[config.mk]
export PLATFORM = sky130hd
export DESIGN_NAME = wb_write_queue_flat
export DESIGN_NICKNAME = d
export VERILOG_FILES = /design/src/rtl/wb_write_queue_if.sv /design/src/rtl/wb_write_queue.sv /design/src/flat_wrapper.sv
export SDC_FILE = /design/constraint.sdc
export NUM_CORES = 1
export LEC_CHECK = 0
export CAP_MARGIN = 20
export CORE_ASPECT_RATIO = 1.75
export CORE_MARGIN = 3
export CORE_UTILIZATION = 58
export CTS_CLUSTER_DIAMETER = 150
export DETAILED_ROUTE_END_ITERATION = 10
export PLACE_DENSITY = 0.86
export SLEW_MARGIN = 20
export SYNTH_ARGS = -nofsm -noshare
export SYNTH_HDL_FRONTEND = slang
export SYNTH_SLANG_ARGS = --single-unit
[constraint.sdc]
create_clock -name clk -period 4 [get_ports clk]
set_input_delay 0.6 -clock clk [delete_from_list [all_inputs] [get_ports clk]]
set_output_delay 0.6 -clock clk [all_outputs]
set_load 0.02 [all_outputs]
[src/rtl/wb_write_queue_if.sv]
// ============================================================================
//  Module      : wb_write_queue_if
//  Description : MUL/DIV result handshake into the writeback queue.
//                master = MUL/DIV result producer, slave = wb_write_queue.
//  Revision    : 1.0 - initial release
// ============================================================================
`default_nettype none

interface wb_write_queue_if;
    logic        md_valid;
    logic        md_ready;
    logic [4:0]  md_dest;
    logic [31:0] md_wdata;

    modport master (output md_valid, output md_dest, output md_wdata, input md_ready);
    modport slave  (input md_valid, input md_dest, input md_wdata, output md_ready);
endinterface

`default_nettype wire

[src/rtl/wb_write_queue.sv]
// ============================================================================
//  Module      : wb_write_queue
//  Description : Owner of the single regfile write port. Pipeline WB writes
//                take priority; MUL/DIV results are buffered in a FIFO and
//                drained into free slots. A pending-register scoreboard
//                reports outstanding multi-cycle destinations to decode, and
//                a starvation counter requests a pipeline freeze when the
//                FIFO head has been blocked for STARVE_LIM cycles.
//                Optional macro WBQ_BYPASS_EN adds FIFO-to-decode forwarding.
//  Revision    : 1.0 - initial release
// ============================================================================
`default_nettype none

module wb_write_queue #(
    parameter int DEPTH      = 4,
    parameter int STARVE_LIM = 4
) (
    input  wire                         clk,
    input  wire                         rst_n,
    input  wire                         i_alu_we,
    input  wire  [4:0]                  i_alu_dest,
    input  wire  [31:0]                 i_alu_wdata,
    wb_write_queue_if.slave             md,
    input  wire                         i_issue_valid,
    input  wire  [4:0]                  i_issue_dest,
    input  wire  [4:0]                  i_chk_addr1,
    input  wire  [4:0]                  i_chk_addr2,
    output logic                        o_busy1,
    output logic                        o_busy2,
    output logic                        o_wb_stall,
    output logic                        o_rf_write,
    output logic [4:0]                  o_rf_dest,
    output logic [31:0]                 o_rf_wdata,
    output logic [$clog2(DEPTH):0]      o_count
`ifdef WBQ_BYPASS_EN
    ,
    output logic                        o_fwd_hit1,
    output logic                        o_fwd_hit2,
    output logic [31:0]                 o_fwd_data1,
    output logic [31:0]                 o_fwd_data2
`endif
);

    localparam int AW = $clog2(DEPTH);
    localparam int CW = AW + 1;
    localparam int SW = $clog2(STARVE_LIM + 1);

    logic [4:0]    r_mem_dest [DEPTH];
    logic [31:0]   r_mem_data [DEPTH];
    logic [AW-1:0] r_wptr;
    logic [AW-1:0] r_rptr;
    logic [CW-1:0] r_count;
    logic [SW-1:0] r_starve;
    logic [31:0]   r_pending;

    logic          w_empty;
    logic          w_alu_take;
    logic          w_pop;
    logic          w_push;
    logic [31:0]   w_set;
    logic [31:0]   w_clr;

    // Pipeline writes own the slot (r0 writes are dropped); FIFO head fills any free slot.
    assign w_empty    = (r_count == '0);
    assign w_alu_take = rst_n && i_alu_we && (i_alu_dest != 5'd0);
    assign w_pop      = !w_alu_take && !w_empty;
    assign md.md_ready = (r_count != CW'(DEPTH));
    // Results to r0 complete the handshake but are never enqueued.
    assign w_push     = md.md_valid && md.md_ready && (md.md_dest != 5'd0);

    assign o_rf_write = w_alu_take || w_pop;
    assign o_rf_dest  = w_alu_take ? i_alu_dest  : (w_pop ? r_mem_dest[r_rptr] : 5'd0);
    assign o_rf_wdata = w_alu_take ? i_alu_wdata : (w_pop ? r_mem_data[r_rptr] : 32'd0);
    assign o_count    = r_count;
    assign o_wb_stall = (r_starve == SW'(STARVE_LIM));

    // FIFO storage: data only, no reset needed since occupancy qualifies every read.
    always_ff @(posedge clk) begin
        if (w_push) begin
            r_mem_dest[r_wptr] <= md.md_dest;
            r_mem_data[r_wptr] <= md.md_wdata;
        end
    end

    // FIFO pointers and occupancy; pointers wrap naturally at DEPTH.
    always_ff @(posedge clk or negedge rst_n) begin
        if (!rst_n) begin
            r_wptr  <= '0;
            r_rptr  <= '0;
            r_count <= '0;
        end else begin
            if (w_push) r_wptr <= r_wptr + AW'(1);
            if (w_pop)  r_rptr <= r_rptr + AW'(1);
            r_count <= r_count + CW'(w_push) - CW'(w_pop);
        end
    end

    // Starvation counter: counts cycles the head is blocked by a pipeline write.
    always_ff @(posedge clk or negedge rst_n) begin
        if (!rst_n) begin
            r_starve <= '0;
        end else if (w_pop || w_empty) begin
            r_starve <= '0;
        end else if (r_starve != SW'(STARVE_LIM)) begin
            r_starve <= r_starve + SW'(1);
        end
    end

    // Scoreboard set/clear decode; r0 is never tracked.
    always_comb begin
        w_set = '0;
        w_clr = '0;
        if (i_issue_valid && (i_issue_dest != 5'd0)) w_set[i_issue_dest] = 1'b1;
        if (w_pop) w_clr[r_mem_dest[r_rptr]] = 1'b1;
    end

    // Pending bits: a new issue overrides a same-cycle drain of that register.
    always_ff @(posedge clk or negedge rst_n) begin
        if (!rst_n) begin
            r_pending <= '0;
        end else begin
            r_pending <= ((r_pending & ~w_clr) | w_set) & 32'hFFFF_FFFE;
        end
    end

`ifdef WBQ_BYPASS_EN
    logic w_hit1;
    logic w_hit2;

    // Scan oldest to youngest so the last match (youngest entry) wins.
    always_comb begin
        w_hit1      = 1'b0;
        w_hit2      = 1'b0;
        o_fwd_data1 = 32'd0;
        o_fwd_data2 = 32'd0;
        for (int k = 0; k < DEPTH; k++) begin
            if (CW'(k) < r_count) begin
                if ((i_chk_addr1 != 5'd0) && (r_mem_dest[r_rptr + AW'(k)] == i_chk_addr1)) begin
                    w_hit1      = 1'b1;
                    o_fwd_data1 = r_mem_data[r_rptr + AW'(k)];
                end
                if ((i_chk_addr2 != 5'd0) && (r_mem_dest[r_rptr + AW'(k)] == i_chk_addr2)) begin
                    w_hit2      = 1'b1;
                    o_fwd_data2 = r_mem_data[r_rptr + AW'(k)];
                end
            end
        end
    end

    assign o_fwd_hit1 = w_hit1;
    assign o_fwd_hit2 = w_hit2;
    // A forwarded value replaces the stall.
    assign o_busy1    = r_pending[i_chk_addr1] && !w_hit1;
    assign o_busy2    = r_pending[i_chk_addr2] && !w_hit2;
`else
    // Busy holds until the queued result is written to the regfile.
    assign o_busy1    = r_pending[i_chk_addr1];
    assign o_busy2    = r_pending[i_chk_addr2];
`endif

endmodule

`default_nettype wire

[src/flat_wrapper.sv]
// flat-port wrapper written by rule: the top's interface ports become plain ports
module wb_write_queue_flat 
#(
    parameter int DEPTH      = 4,
    parameter int STARVE_LIM = 4
)
  (clk, rst_n, i_alu_we, i_alu_dest, i_alu_wdata, i_issue_valid, i_issue_dest, i_chk_addr1, i_chk_addr2, o_busy1, o_busy2, o_wb_stall, o_rf_write, o_rf_dest, o_rf_wdata, o_count, md_md_valid, md_md_dest, md_md_wdata, md_md_ready);
  wb_write_queue_if md_i ();
  input  wire clk;
  input  wire rst_n;
  input  wire i_alu_we;
  input  wire  [4:0] i_alu_dest;
  input  wire  [31:0] i_alu_wdata;
  input  wire i_issue_valid;
  input  wire  [4:0] i_issue_dest;
  input  wire  [4:0] i_chk_addr1;
  input  wire  [4:0] i_chk_addr2;
  output logic o_busy1;
  output logic o_busy2;
  output logic o_wb_stall;
  output logic o_rf_write;
  output logic [4:0] o_rf_dest;
  output logic [31:0] o_rf_wdata;
  output logic [$clog2(DEPTH):0] o_count;
  input wire logic [$bits(md_i.md_valid)-1:0] md_md_valid;
  input wire logic [$bits(md_i.md_dest)-1:0] md_md_dest;
  input wire logic [$bits(md_i.md_wdata)-1:0] md_md_wdata;
  output wire logic [$bits(md_i.md_ready)-1:0] md_md_ready;
  assign md_i.md_valid = md_md_valid;
  assign md_i.md_dest = md_md_dest;
  assign md_i.md_wdata = md_md_wdata;
  assign md_md_ready = md_i.md_ready;
  wb_write_queue #(.DEPTH(DEPTH), .STARVE_LIM(STARVE_LIM)) u_core (.clk(clk), .rst_n(rst_n), .i_alu_we(i_alu_we), .i_alu_dest(i_alu_dest), .i_alu_wdata(i_alu_wdata), .md(md_i), .i_issue_valid(i_issue_valid), .i_issue_dest(i_issue_dest), .i_chk_addr1(i_chk_addr1), .i_chk_addr2(i_chk_addr2), .o_busy1(o_busy1), .o_busy2(o_busy2), .o_wb_stall(o_wb_stall), .o_rf_write(o_rf_write), .o_rf_dest(o_rf_dest), .o_rf_wdata(o_rf_wdata), .o_count(o_count));
endmodule
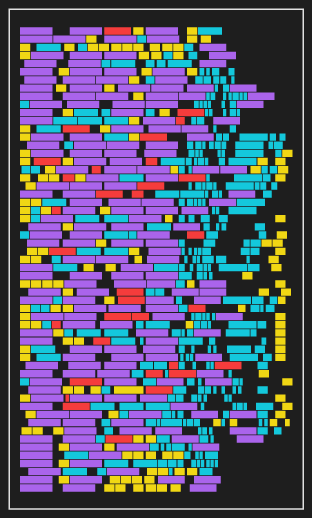
*Placement by cell class*
Scale: 3 px per µm.
clock drivers and dummy loads -> red  # cells 32, share of their area 5.9%
sequential cells -> purple  # cells 189, share of their area 53%
remaining buffers and delay cells -> yellow  # cells 148, share of their area 14%
remaining logic cells -> cyan  # cells 314, share of their area 27%

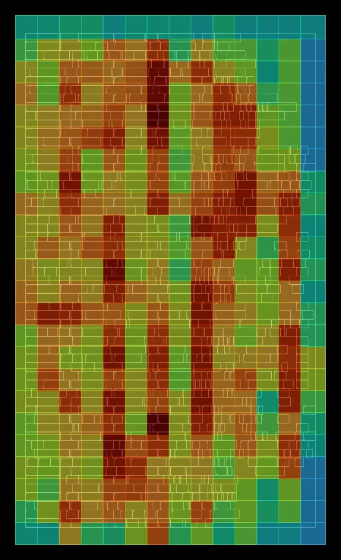
*Track usage over the die*
Final Util: 75.4%
met1 Use GR: 31.3%
met3 usage: 6.18%
grt met2 use: 48.9%
wire per inst: 25.7 µm

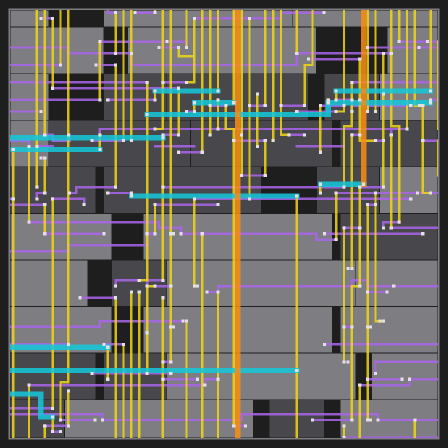
*Layout detail*
Region (12, 112) to (37, 137) µm. Cells in gray, sequential cells in the stronger gray; small squares are vias.
M3 -> cyan
M2 -> yellow
M1 -> purple
M4 -> orange
sequential cells in the window = 10
cells with their middle in the window = 25
netlist names of flops here include = u_core.r_mem_data (10)
most frequent = edfxtp_1 (10), mux4_2 (6), clkdlybuf4s50_1 (4)

==> results_slide.txt <==
Implementation Results

Yosys
  • Synth area leader: edfxtp_1
  • Predominant post-synthesis flop cell: edfxtp_1
  • Most frequent cell after synthesis: edfxtp_1
  • Top cells, area: edfxtp_1 52%, dfrtp_1 12%, mux4_2 10%, mux4_1 3.7%, a22o_1 3.6%
  • Ys async rst share: a little over a fifth
  • Synth Area per Inst: about 16 µm²
  • Adder Share, Synth: about 1.4%
  • Comb area leader: multiplexers
  • Mapped Cells: approximately 540
  • Yosys top cell area share: 52.3%
  • Post-synthesis cell area: roughly 8500 µm²
  • Mux frac, synth: roughly 14%
  • Yosys chip area: 8500 µm²
  • Yosys warning tally: 0
  • Simple-gate portion of the synthesized area: 9.48%
  • Top cells by count, synth: 148 x edfxtp_1, 80 x nor2_1, 41 x dfrtp_1

Worst setup path
  • Crit end category: output port
  • Kind of critical path: in2out
  • CP Depth: 6
  • R2R cell count: 4
  • Worst EP arrival: 3.20 ns
  • CP bufs+invs: 2
  • CP peak stage delay: a little under 0.7 ns
  • Startpoint Class: input port
  • Worst EP required: between 3 and 4 ns
  • Reg2Reg Setup Slack: roughly 1.5 ns
  • Delay-heaviest family, CP: buffers and inverters
  • Critical Path Source: i_chk_addr1[1]

Final timing
  • Clock Skew: around 0.014 ns
  • Setup Viol. Count Final: 0
  • Slew at the pin closest to its max-slew limit: roughly 1.0 ns
  • Final critical-path required period: roughly 3.8 ns
  • Fin. Hold Viols: 0
  • RSZ-0062 raised after global routing: no
  • F_max: around 260 MHz
  • Total Neg Setup Slack: 0 ns
  • Final Slew Violations: 0
  • Hold_ws: between 0.2 and 0.3 ns
  • Worst relative slew slack: 32.2%

Pwr
  • P_seq: around 0.0030 W
  • Clk pwr: around 0.0017 W
  • Peak supply drop: between 0.0004 and 0.0005 V
  • Main power group: registers
  • Pint: 0.00495 W
  • Net switching power figure: about 0.0027 W
  • Leak: 3.82 nW
  • Power Total: 0.00760 W
  • Gate power share: a little under two fifths
  • Clock power share: between 20% and 30%
  • Logic power comb: around 0.0029 W

Route
  • DR top layer: met4
  • Wl on met1: around 7400 µm
  • Initial DRC count: 374
  • Vias per cell: between 6 and 7
  • Post-route DRC: 0
  • Met2 Wirelength: approximately 12,000 µm
  • Drt first pass iters: 5
  • Antenna-violating nets left: 0
  • WL met3: between 1500 and 2000 µm

Clock tree
  • Clk buf depth: 2
  • CTS tree: done
  • Max H-tree Level: 4
  • Clk slew on worst S/H paths: 0.07 ns
  • Inserted Clock Buffers: 17
  • Clk sinks: between 150 and 200
  • CTS resizes: 0
  • Clock Tree Root: clkbuf_16
  • Hold bufs inserted after CTS: 0
  • Setup Fix Bufs, Post-CTS: 0

Global routing
  • First-pass GRT wire length: approximately 34,000 µm
  • Gr usage total: 27.5%
  • GR peak layer: met2
  • Antenna violations before repair: 0
  • Vias in the first global route: between 5,000 and 6,000
  • Largest net degree at the start of global routing: 45

Cells and area
  • Commonest Layout Cell: edfxtp_1
  • Logic area: 2820 µm²
  • Share of layout cells above drive strength 1: about 14%
  • Non-filler cells, final: ~860
  • N_diodes: 0
  • Most numerous logic cells after layout: 148 x edfxtp_1, 136 x clkdlybuf4s50_1, 80 x nor2_1
  • Fill cells: roughly 830

Placement
  • IO Port Bufs: approximately 140
  • DP HPWL: ~14,000 µm

Run status
  • Status: finished clean

Floorplanning
  • Rows: ~57
  • Core Area: roughly 14,000 µm²
  • # IOs: about 140
  • Die Y: between 150 and 200 µm
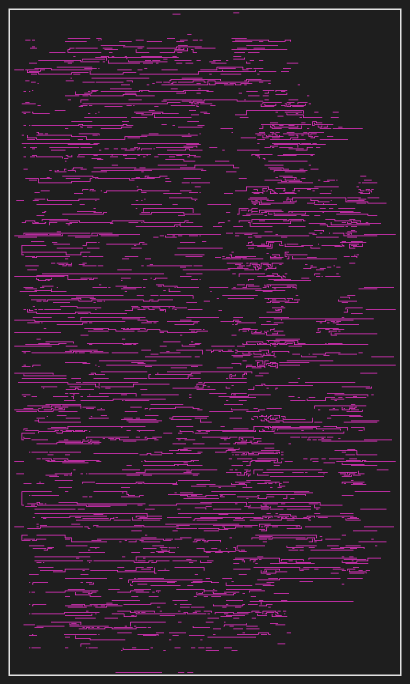
*Signal wires on met1*
Scale: 4 px per µm.
longest straight run = 30.4 µm
main direction = horizontal
via count: 5,600
DRT Wirelength: 22,100 µm

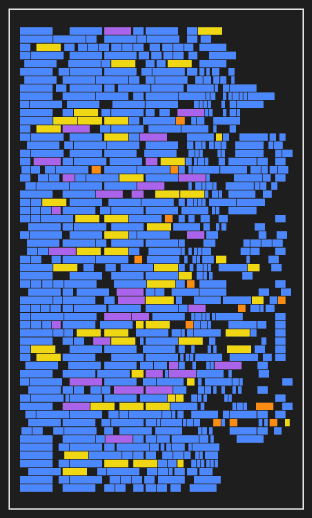
*Cell sizes after repair*
Scale: 3 px per µm.
x3 and x4 -> orange  # cells 13, most used buf_4
x6 and larger -> purple  # cells 30, most used clkbuf_16
x2 -> yellow  # cells 53, most used mux4_2
x1 and smaller -> blue  # cells 587, most used edfxtp_1
Non-clk bufs: 148
final instance area: 10,600 µm²
area delta synth->final: 25.3%
Setup WS post-layout: 0.197 ns

==> flip-flops by register name (all words and copies together) (netlist names) <==
register           cells
u_core.o_count         3
u_core.r_mem_data    128
u_core.r_mem_dest     20
u_core.r_pending      31
u_core.r_rptr          2
u_core.r_starve        3
u_core.r_wptr          2
==> layout make-up <==
cell class,instances,area share [%]
tap,177,2.08
sequential,189,51.4
timing repair buffer,148,13.8
clock inverter,15,1.81
clock buffer,17,4.00
inverter,11,0.388
multi-input combinational,303,26.5
==> cell families (layout without fill, tap and decap cells) <==
| group | Yosys count | after routing |
|---|---|---|
| buf+inv | 46 | 191 |
| flops | 189 | 189 |
| compound gates | 79 | 79 |
| fa+ha+maj | 9 | 9 |
| simple gates | 155 | 155 |
| mux | 54 | 54 |
| xor+xnor | 6 | 6 |
Power is estimated from default activity; no workload was simulated.
